$ cat src/rtl/mlp_pkg.sv
// Shared types and helpers for the MLP weight bank.
// Holds the default weight width, index-width helper and FSM states.
package mlp_pkg;

    localparam int WEIGHT_W = 16;

    // Index width that never collapses to zero bits.
    function automatic int clog2f1(input int n);
        return (n <= 1) ? 1 : $clog2(n);
    endfunction

    typedef enum logic {
        ST_IDLE,
        ST_STREAM
    } state_t;

endpackage

$ cat src/rtl/mlp_weight_bank_if.sv
// Configuration write port and row-stream handshake of the weight bank.
// The master drives writes/start/ready; the slave is the bank itself.
interface mlp_weight_bank_if
    import mlp_pkg::*;
#(
    parameter int N_IN  = 4,
    parameter int N_OUT = 8,
    parameter int W     = WEIGHT_W
) ();
    localparam int RW = clog2f1(N_OUT);
    localparam int CW = clog2f1(N_IN);

    logic              wr_en;
    logic [RW-1:0]     wr_row;
    logic [CW-1:0]     wr_col;
    logic [W-1:0]      wr_data;
    logic              wr_err;
    logic              start;
    logic              busy;
    logic              done;
    logic              row_valid;
    logic              row_ready;
    logic [RW-1:0]     row_idx;
    logic              row_last;
    logic [N_IN*W-1:0] row_w;

    modport master (
        output wr_en, wr_row, wr_col, wr_data,
        output start, row_ready,
        input  wr_err, busy, done,
        input  row_valid, row_idx, row_last, row_w
    );

    modport slave (
        input  wr_en, wr_row, wr_col, wr_data,
        input  start, row_ready,
        output wr_err, busy, done,
        output row_valid, row_idx, row_last, row_w
    );

endinterface

$ cat src/rtl/mlp_weight_regfile.sv
// Weight storage array with range-checked single-entry writes
// and a combinational full-row read by index.
module mlp_weight_regfile
    import mlp_pkg::*;
#(
    parameter int N_IN  = 4,
    parameter int N_OUT = 8,
    parameter int W     = WEIGHT_W,
    parameter int RW    = clog2f1(N_OUT),
    parameter int CW    = clog2f1(N_IN)
) (
    input  logic              clk,
    input  logic              rst_n,
    input  logic              wr_en,
    input  logic [RW-1:0]     wr_row,
    input  logic [CW-1:0]     wr_col,
    input  logic [W-1:0]      wr_data,
    output logic              wr_bad,
    input  logic [RW-1:0]     rd_idx,
    output logic [N_IN*W-1:0] rd_row
);
    localparam logic [RW:0] ROWS = (RW+1)'(N_OUT);
    localparam logic [CW:0] COLS = (CW+1)'(N_IN);

    logic [W-1:0] mem [N_OUT][N_IN];
    logic         in_range;

    assign in_range = ({1'b0, wr_row} < ROWS) && ({1'b0, wr_col} < COLS);
    assign wr_bad   = wr_en & ~in_range;

    // Decode per entry, so out-of-range indices simply match nothing.
    always_ff @(posedge clk or negedge rst_n) begin
        if (!rst_n) begin
            for (int r = 0; r < N_OUT; r++)
                for (int c = 0; c < N_IN; c++)
                    mem[r][c] <= '0;
        end else begin
            for (int r = 0; r < N_OUT; r++)
                for (int c = 0; c < N_IN; c++)
                    if (wr_en && wr_row == RW'(r) && wr_col == CW'(c))
                        mem[r][c] <= wr_data;
        end
    end

    always_comb begin
        rd_row = '0;
        for (int r = 0; r < N_OUT; r++)
            if (rd_idx == RW'(r))
                for (int c = 0; c < N_IN; c++)
                    rd_row[c*W +: W] = mem[r][c];
    end

endmodule

$ cat src/rtl/mlp_weight_bank.sv
// Run-time writable MLP layer weight bank; streams one neuron row
// per beat to the MAC array over a valid/ready handshake.
module mlp_weight_bank
    import mlp_pkg::*;
#(
    parameter int N_IN  = 4,
    parameter int N_OUT = 8,
    parameter int W     = WEIGHT_W
) (
    input logic              clk,
    input logic              rst_n,
    mlp_weight_bank_if.slave bus
);
    localparam int RW = clog2f1(N_OUT);
    localparam int CW = clog2f1(N_IN);
    localparam logic [RW-1:0] LAST = RW'(N_OUT - 1);

    state_t            state;
    logic [RW-1:0]     nxt_idx;
    logic [N_IN*W-1:0] rd_row;
    logic              wr_bad;
    logic              beat;

    mlp_weight_regfile #(
        .N_IN  (N_IN),
        .N_OUT (N_OUT),
        .W     (W),
        .RW    (RW),
        .CW    (CW)
    ) u_rf (
        .clk     (clk),
        .rst_n   (rst_n),
        .wr_en   (bus.wr_en),
        .wr_row  (bus.wr_row),
        .wr_col  (bus.wr_col),
        .wr_data (bus.wr_data),
        .wr_bad  (wr_bad),
        .rd_idx  (nxt_idx),
        .rd_row  (rd_row)
    );

    assign beat    = bus.row_valid & bus.row_ready;
    assign nxt_idx = (state == ST_IDLE) ? '0 : bus.row_idx + RW'(1);

    // The output register samples pre-edge storage, so a same-edge
    // write to the loaded row lands only in the next stream.
    always_ff @(posedge clk or negedge rst_n) begin
        if (!rst_n) begin
            state         <= ST_IDLE;
            bus.row_valid <= 1'b0;
            bus.busy      <= 1'b0;
            bus.done      <= 1'b0;
            bus.wr_err    <= 1'b0;
            bus.row_idx   <= '0;
            bus.row_last  <= 1'b0;
            bus.row_w     <= '0;
        end else begin
            bus.done   <= 1'b0;
            bus.wr_err <= wr_bad;
            unique case (state)
                ST_IDLE: begin
                    if (bus.start) begin
                        state         <= ST_STREAM;
                        bus.row_valid <= 1'b1;
                        bus.busy      <= 1'b1;
                        bus.row_w     <= rd_row;
                        bus.row_idx   <= nxt_idx;
                        bus.row_last  <= (nxt_idx == LAST);
                    end
                end
                ST_STREAM: begin
                    if (beat) begin
                        if (bus.row_last) begin
                            state         <= ST_IDLE;
                            bus.row_valid <= 1'b0;
                            bus.busy      <= 1'b0;
                            bus.done      <= 1'b1;
                        end else begin
                            bus.row_w    <= rd_row;
                            bus.row_idx  <= nxt_idx;
                            bus.row_last <= (nxt_idx == LAST);
                        end
                    end
                end
            endcase
        end
    end

endmodule

$ cat src/flat_wrapper.sv
// flat-port wrapper written by rule: the top's interface ports become plain ports
module mlp_weight_bank_flat import mlp_pkg::*;
#(
    parameter int N_IN  = 4,
    parameter int N_OUT = 8,
    parameter int W     = WEIGHT_W
)
  (clk, rst_n, bus_wr_en, bus_wr_row, bus_wr_col, bus_wr_data, bus_start, bus_row_ready, bus_wr_err, bus_busy, bus_done, bus_row_valid, bus_row_idx, bus_row_last, bus_row_w);
  mlp_weight_bank_if #(.N_IN(N_IN), .N_OUT(N_OUT), .W(W)) bus_i ();
  input logic clk;
  input logic rst_n;
  input wire logic [$bits(bus_i.wr_en)-1:0] bus_wr_en;
  input wire logic [$bits(bus_i.wr_row)-1:0] bus_wr_row;
  input wire logic [$bits(bus_i.wr_col)-1:0] bus_wr_col;
  input wire logic [$bits(bus_i.wr_data)-1:0] bus_wr_data;
  input wire logic [$bits(bus_i.start)-1:0] bus_start;
  input wire logic [$bits(bus_i.row_ready)-1:0] bus_row_ready;
  output wire logic [$bits(bus_i.wr_err)-1:0] bus_wr_err;
  output wire logic [$bits(bus_i.busy)-1:0] bus_busy;
  output wire logic [$bits(bus_i.done)-1:0] bus_done;
  output wire logic [$bits(bus_i.row_valid)-1:0] bus_row_valid;
  output wire logic [$bits(bus_i.row_idx)-1:0] bus_row_idx;
  output wire logic [$bits(bus_i.row_last)-1:0] bus_row_last;
  output wire logic [$bits(bus_i.row_w)-1:0] bus_row_w;
  assign bus_i.wr_en = bus_wr_en;
  assign bus_i.wr_row = bus_wr_row;
  assign bus_i.wr_col = bus_wr_col;
  assign bus_i.wr_data = bus_wr_data;
  assign bus_i.start = bus_start;
  assign bus_i.row_ready = bus_row_ready;
  assign bus_wr_err = bus_i.wr_err;
  assign bus_busy = bus_i.busy;
  assign bus_done = bus_i.done;
  assign bus_row_valid = bus_i.row_valid;
  assign bus_row_idx = bus_i.row_idx;
  assign bus_row_last = bus_i.row_last;
  assign bus_row_w = bus_i.row_w;
  mlp_weight_bank #(.N_IN(N_IN), .N_OUT(N_OUT), .W(W)) u_core (.clk(clk), .rst_n(rst_n), .bus(bus_i));
endmodule
$ cat config.mk
export PLATFORM = sky130hd
export DESIGN_NAME = mlp_weight_bank_flat
export DESIGN_NICKNAME = d
export VERILOG_FILES = /design/src/rtl/mlp_pkg.sv /design/src/rtl/mlp_weight_bank_if.sv /design/src/rtl/mlp_weight_regfile.sv /design/src/rtl/mlp_weight_bank.sv /design/src/flat_wrapper.sv
export SDC_FILE = /design/constraint.sdc
export NUM_CORES = 1
export LEC_CHECK = 0
export CAP_MARGIN = 20
export CORE_MARGIN = 3
export CORE_UTILIZATION = 45
export CTS_CLUSTER_DIAMETER = 200
export DETAILED_ROUTE_END_ITERATION = 16
export SLEW_MARGIN = 30
export SYNTH_ARGS = -nofsm -noshare
export SYNTH_HDL_FRONTEND = slang
export SYNTH_SLANG_ARGS = --single-unit
$ cat constraint.sdc
create_clock -name clk -period 2.1 [get_ports clk]
set_clock_uncertainty 0.1 [all_clocks]
set_input_delay 0.63 -clock clk [delete_from_list [all_inputs] [get_ports clk]]
set_output_delay 0.63 -clock clk [all_outputs]
set_load 0.1 [all_outputs]
==> metrics.log, run 1 <==
[report] extracting results
[metrics] clock transition time at the flip-flop clock pins of the worst setup and hold paths: approximately 0.060 ns
[metrics] area added between synthesis and finish: 31.5%
[metrics] post-layout minimum cycle time: 2.27 ns
[metrics] arithmetic-cell share of the synthesized area counting full adders, half adders and majority gates: 0.0462%
[metrics] cts bufs inserted: 61
[metrics] kind of path behind the tightest hold check: in -> async
[metrics] DR WL/cell: approximately 28 µm
[metrics] reg-to-reg endpoint: u_core.bus.row_w[4]$_DFFE_PN0P_
[metrics] depth of the CTS H-tree: 2
[metrics] area figure in the yosys stat output: 27100 µm²
[metrics] worst-path maximum fanout: 2
[metrics] power dissipated in the clock network: around 11 mW
[metrics] Chip Footprint: 63200 µm²
[metrics] critical setup path kind: reg -> out
[metrics] primary flip-flop cell chosen by synthesis mapping: sky130_fd_sc_hd__dfrtp_1
[metrics] highest layer used for signal routing: met5
[metrics] root buf cell: sky130_fd_sc_hd__clkbuf_16
[metrics] setup slack of the critical path after layout: -0.174 ns
[metrics] kind of end point of the critical path: output pin
[metrics] Met1 Wirelength: 38500 µm
[metrics] share of synthesized registers carrying an async set or reset: 100%
[metrics] hold violation count in the final report: 0
[metrics] Crit. path cell count: 3
[metrics] number of DRC violations after detailed-routing iteration 0: 1526
[metrics] cell group occupying the most layout area: flip-flops and latches
[metrics] number of nets in the final layout: between 2k and 2.5k
[metrics] met1 global-route usage: roughly 37%
[metrics] start of the worst register-to-register path: u_core.bus.row_idx[0]$_DFFE_PN0P_
[metrics] via count of the first global-routing pass: 20.7k
[metrics] die extent in y: roughly 250 µm
[metrics] CP Capture Point: bus_row_idx[0]
[metrics] worst endpoint required time: ~1.4 ns
[metrics] floorplan die width: 251 µm
[metrics] Pwr top: combinational logic
[metrics] proportion of cell area occupied by multi-input gates: ~36%
[metrics] weighted congestion reported at the end of routability-driven placement: 0.795
[metrics] Power, Total: ~60 mW
[metrics] count of multi-input gates: between 1k and 1.5k
[metrics] count of mapped cells out of synthesis: 2232
[metrics] Antenna Cells: 1
[metrics] HPWL Detailed: 47000 µm
[metrics] final critical-path share of the clock period: 108%
[metrics] status: finished with violations
[metrics] number of warnings the tools reported: 29
[metrics] number of fill cells in the layout: 4587
[metrics] Nets at Floorplan: 2259
[metrics] endpoint arrival time on the critical path: 1.54 ns
[metrics] highest cell delay on the worst timing path: 0.50 ns
[metrics] number of max-cap violations: 0
[metrics] CP startpoint: u_core.bus.row_idx[0]$_DFFE_PN0P_
[metrics] Setup Viol. Count Final: ~67
[metrics] first-pass iteration count of the detailed router: 5
[metrics] flops out of synthesis: around 580
[metrics] share of the core filled by cells before placement: 45.7%
[metrics] post-synthesis xor/xnor area fraction: less than 1%
[metrics] count of pins on the block boundary: 98
[metrics] leading cell types by total area after synthesis: sky130_fd_sc_hd__dfrtp_1 54%, sky130_fd_sc_hd__mux2_2 23%, sky130_fd_sc_hd__nand2_1 4.6%, sky130_fd_sc_hd__a221oi_1 2.0%, sky130_fd_sc_hd__o2bb2ai_1 2.0%
[metrics] clock tree from TritonCTS: built
[metrics] failing checks: negative setup slack
[metrics] internal power: ~34 mW
[metrics] total cell area at the placement stage: between 30000 and 40000 µm²
[metrics] number of flip-flops under the largest register name: 512
[metrics] highest-count logic cell in the final layout: sky130_fd_sc_hd__dfrtp_1
[metrics] clock share of power: a little under a fifth
[metrics] post-cts repair resize count: 75
[metrics] Setup TNS Final: -6.01 ns
[metrics] share of total power in sequential cells: 27.0%
[metrics] cell area after technology mapping: 27100 µm²
[metrics] highest attainable clock frequency: 440 MHz
[metrics] Setup WS pre-CTS: -0.523 ns
[metrics] latest clock arrival within the worst-skew pair: between 0.6 and 0.7 ns
[metrics] Tightest Pin Transition: 0.788 ns
[metrics] most common library cells after synthesis: 583 x sky130_fd_sc_hd__dfrtp_1, 560 x sky130_fd_sc_hd__mux2_2, 331 x sky130_fd_sc_hd__nand2_1
[metrics] most common cell type on the critical path: sky130_fd_sc_hd__buf_12
[metrics] CTS sink cnt: 583
[metrics] number of distinct library cells after synthesis: 46
[metrics] num tapcells: 773
[metrics] Slew HR: 47.4%
[metrics] MI comb area: 12900 µm²
[metrics] flop count: 583
[metrics] inverters: 6
[metrics] ordered list of cells on the worst path: buf_12 -> buf_12 -> buf_12
[metrics] worst voltage drop across the vdd grid: between 0.9 and 1 mV
==> run_1/util_map.png <==
The die is cut into 25 by 25 equal tiles; white is low, dark blue is high, 0 to 100% covered.
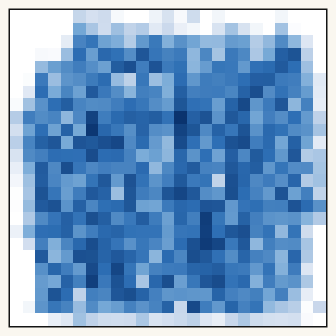
- tiles over 75% full: 26%
- emptiest ninth of the die: top left
- mean over tiles: 55%
- nearly empty tiles: 9.9%
- fullest tile: 99%
floorplan core area: 59200 µm²
post-layout utilization of the core: 60.1%

==> run_1/ff_map.png <==
Scale bar: 100 µm. Other sequential cells in the stronger gray, the rest of the logic in the fainter gray.
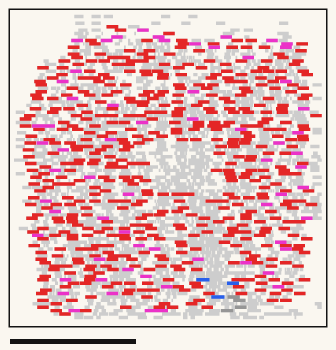
- u_core.bus.row_w: magenta (flops 64; where widely spread)
- u_core.u_rf.mem: red (flops 512; where widely spread)
- u_core.bus.row_idx: blue (flops 3)
- not colored: 4
sequential fraction of total cell area: 41.0%
Power Sequential: 16.0 mW
storage element area: 14600 µm²

==> run_1/m3.png <==
Scale bar: 100 µm.
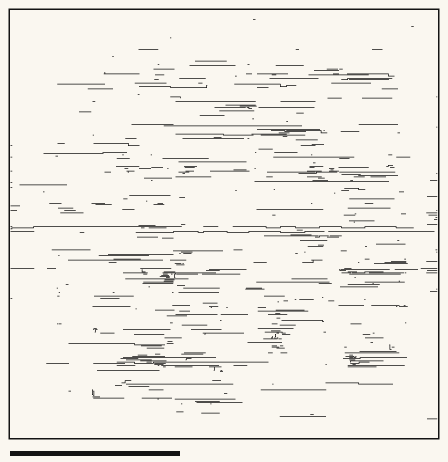
- longest straight run: 86.9 µm
- main direction: horizontal
- nets with wire on the layer: 218
- share of all routed wire: 5.9%
- wire length on this layer: 5210 µm
final wirelength: 88700 µm
vias after detailed routing: 20.0k
M3 GR Usage: 3.89%

==> run_1/class_map.png <==
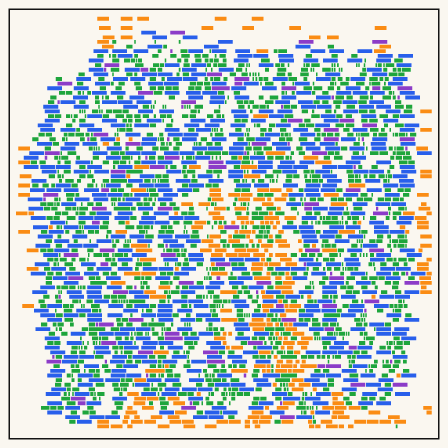
- clock drivers and dummy loads: purple (cells 113)
- sequential cells: blue (cells 583)
- remaining logic cells: green (cells 1437)
- remaining buffers and delay cells: orange (cells 310)
total non-filler cell area in the finished layout: 35600 µm²
number of placement rows: 89

## Run 2: what changed since run 1
--- a/config.mk
+++ b/config.mk
@@ -7,9 +7,11 @@
 export LEC_CHECK = 0
 export CAP_MARGIN = 20
 export CORE_MARGIN = 3
-export CORE_UTILIZATION = 45
+export CORE_UTILIZATION = 47
 export CTS_CLUSTER_DIAMETER = 200
 export DETAILED_ROUTE_END_ITERATION = 16
+export PLACE_DENSITY = 0.66
+export SETUP_SLACK_MARGIN = 0.05
 export SLEW_MARGIN = 30
 export SYNTH_ARGS = -nofsm -noshare
 export SYNTH_HDL_FRONTEND = slang
==> run_2/ff_map.png <==
Scale bar: 50 µm. Other sequential cells in the stronger gray, the rest of the logic in the fainter gray.
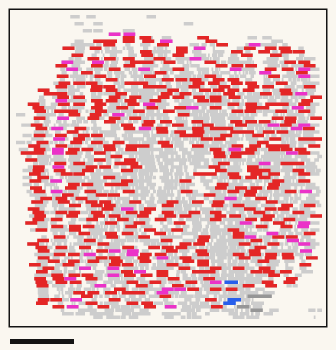
- u_core.u_rf.mem: red (flops 512; where widely spread)
- u_core.bus.row_idx: blue (flops 3)
- u_core.bus.row_w: magenta (flops 64; where widely spread)
sequential fraction of total cell area: 40.0%
storage element area: 14600 µm²
post-layout utilization of the core: 64.4%
Power Sequential: 16.1 mW

==> metrics.log, run 2 <==
[report] extracting results
[metrics] status: finished with violations
[metrics] failing checks: negative setup slack
[metrics] final wirelength: 91900 µm
[metrics] floorplan core area: 56700 µm²
[metrics] kind of end point of the critical path: register
[metrics] DR WL/cell: 28.4 µm
[metrics] latest clock arrival within the worst-skew pair: about 0.65 ns
[metrics] count of pins on the block boundary: 98
[metrics] setup slack of the critical path after layout: -0.226 ns
[metrics] Nets at Floorplan: ~2.3k
[metrics] hold violation count in the final report: 0
[metrics] Setup Viol. Count Final: approximately 67
[metrics] share of synthesized registers carrying an async set or reset: 100%
[metrics] worst endpoint required time: 2.51 ns
[metrics] Met1 Wirelength: 37000 µm
[metrics] arithmetic-cell share of the synthesized area counting full adders, half adders and majority gates: less than 1%
[metrics] proportion of cell area occupied by multi-input gates: between 30 and 40%
[metrics] endpoint arrival time on the critical path: 2.73 ns
[metrics] Power, Total: roughly 60 mW
[metrics] HPWL Detailed: 48700 µm
[metrics] power dissipated in the clock network: 11.7 mW
[metrics] flops out of synthesis: roughly 580
[metrics] clock transition time at the flip-flop clock pins of the worst setup and hold paths: 0.06 ns
[metrics] most common cell type on the critical path: sky130_fd_sc_hd__buf_12
[metrics] critical setup path kind: reg -> reg
[metrics] number of warnings the tools reported: 29
[metrics] worst voltage drop across the vdd grid: 1.10 mV
[metrics] root buf cell: sky130_fd_sc_hd__clkbuf_16
[metrics] vias after detailed routing: slightly above 20k
[metrics] Setup WS pre-CTS: -0.580 ns
[metrics] post-layout minimum cycle time: approximately 2.3 ns
[metrics] number of distinct library cells after synthesis: 46
[metrics] die extent in y: approximately 250 µm
[metrics] area figure in the yosys stat output: about 27000 µm²
[metrics] cell area after technology mapping: 27100 µm²
[metrics] highest-count logic cell in the final layout: sky130_fd_sc_hd__dfrtp_1
[metrics] CTS sink cnt: 583
[metrics] clock tree from TritonCTS: built
[metrics] total non-filler cell area in the finished layout: ~37000 µm²
[metrics] number of fill cells in the layout: 4016
[metrics] Pwr top: combinational logic
[metrics] primary flip-flop cell chosen by synthesis mapping: sky130_fd_sc_hd__dfrtp_1
[metrics] post-cts repair resize count: 167
[metrics] highest cell delay on the worst timing path: around 0.5 ns
[metrics] ordered list of cells on the worst path: ha_4 -> nand2_4 -> or3_4 -> buf_12 -> buf_12 -> buf_16 -> o211ai_1 -> a22oi_1
[metrics] share of the core filled by cells before placement: 47.7%
[metrics] num tapcells: 756
[metrics] MI comb area: 13000 µm²
[metrics] depth of the CTS H-tree: 2
[metrics] met1 global-route usage: between 30% and 40%
[metrics] count of multi-input gates: 1431
[metrics] Antenna Cells: 1
[metrics] Setup TNS Final: -9.32 ns
[metrics] reg-to-reg endpoint: u_core.bus.row_w[50]$_DFFE_PN0P_
[metrics] worst-path maximum fanout: 5
[metrics] CP startpoint: u_core.bus.row_idx[0]$_DFFE_PN0P_
[metrics] area added between synthesis and finish: 34.9%
[metrics] weighted congestion reported at the end of routability-driven placement: 0.826
[metrics] number of flip-flops under the largest register name: 512
[metrics] start of the worst register-to-register path: u_core.bus.row_idx[0]$_DFFE_PN0P_
[metrics] clock share of power: a little under a fifth
[metrics] Crit. path cell count: 8
[metrics] leading cell types by total area after synthesis: sky130_fd_sc_hd__dfrtp_1 54%, sky130_fd_sc_hd__mux2_2 23%, sky130_fd_sc_hd__nand2_1 4.6%, sky130_fd_sc_hd__a221oi_1 2.0%, sky130_fd_sc_hd__o2bb2ai_1 2.0%
Power figures rest on the tool's default switching activity, not on a simulated workload.
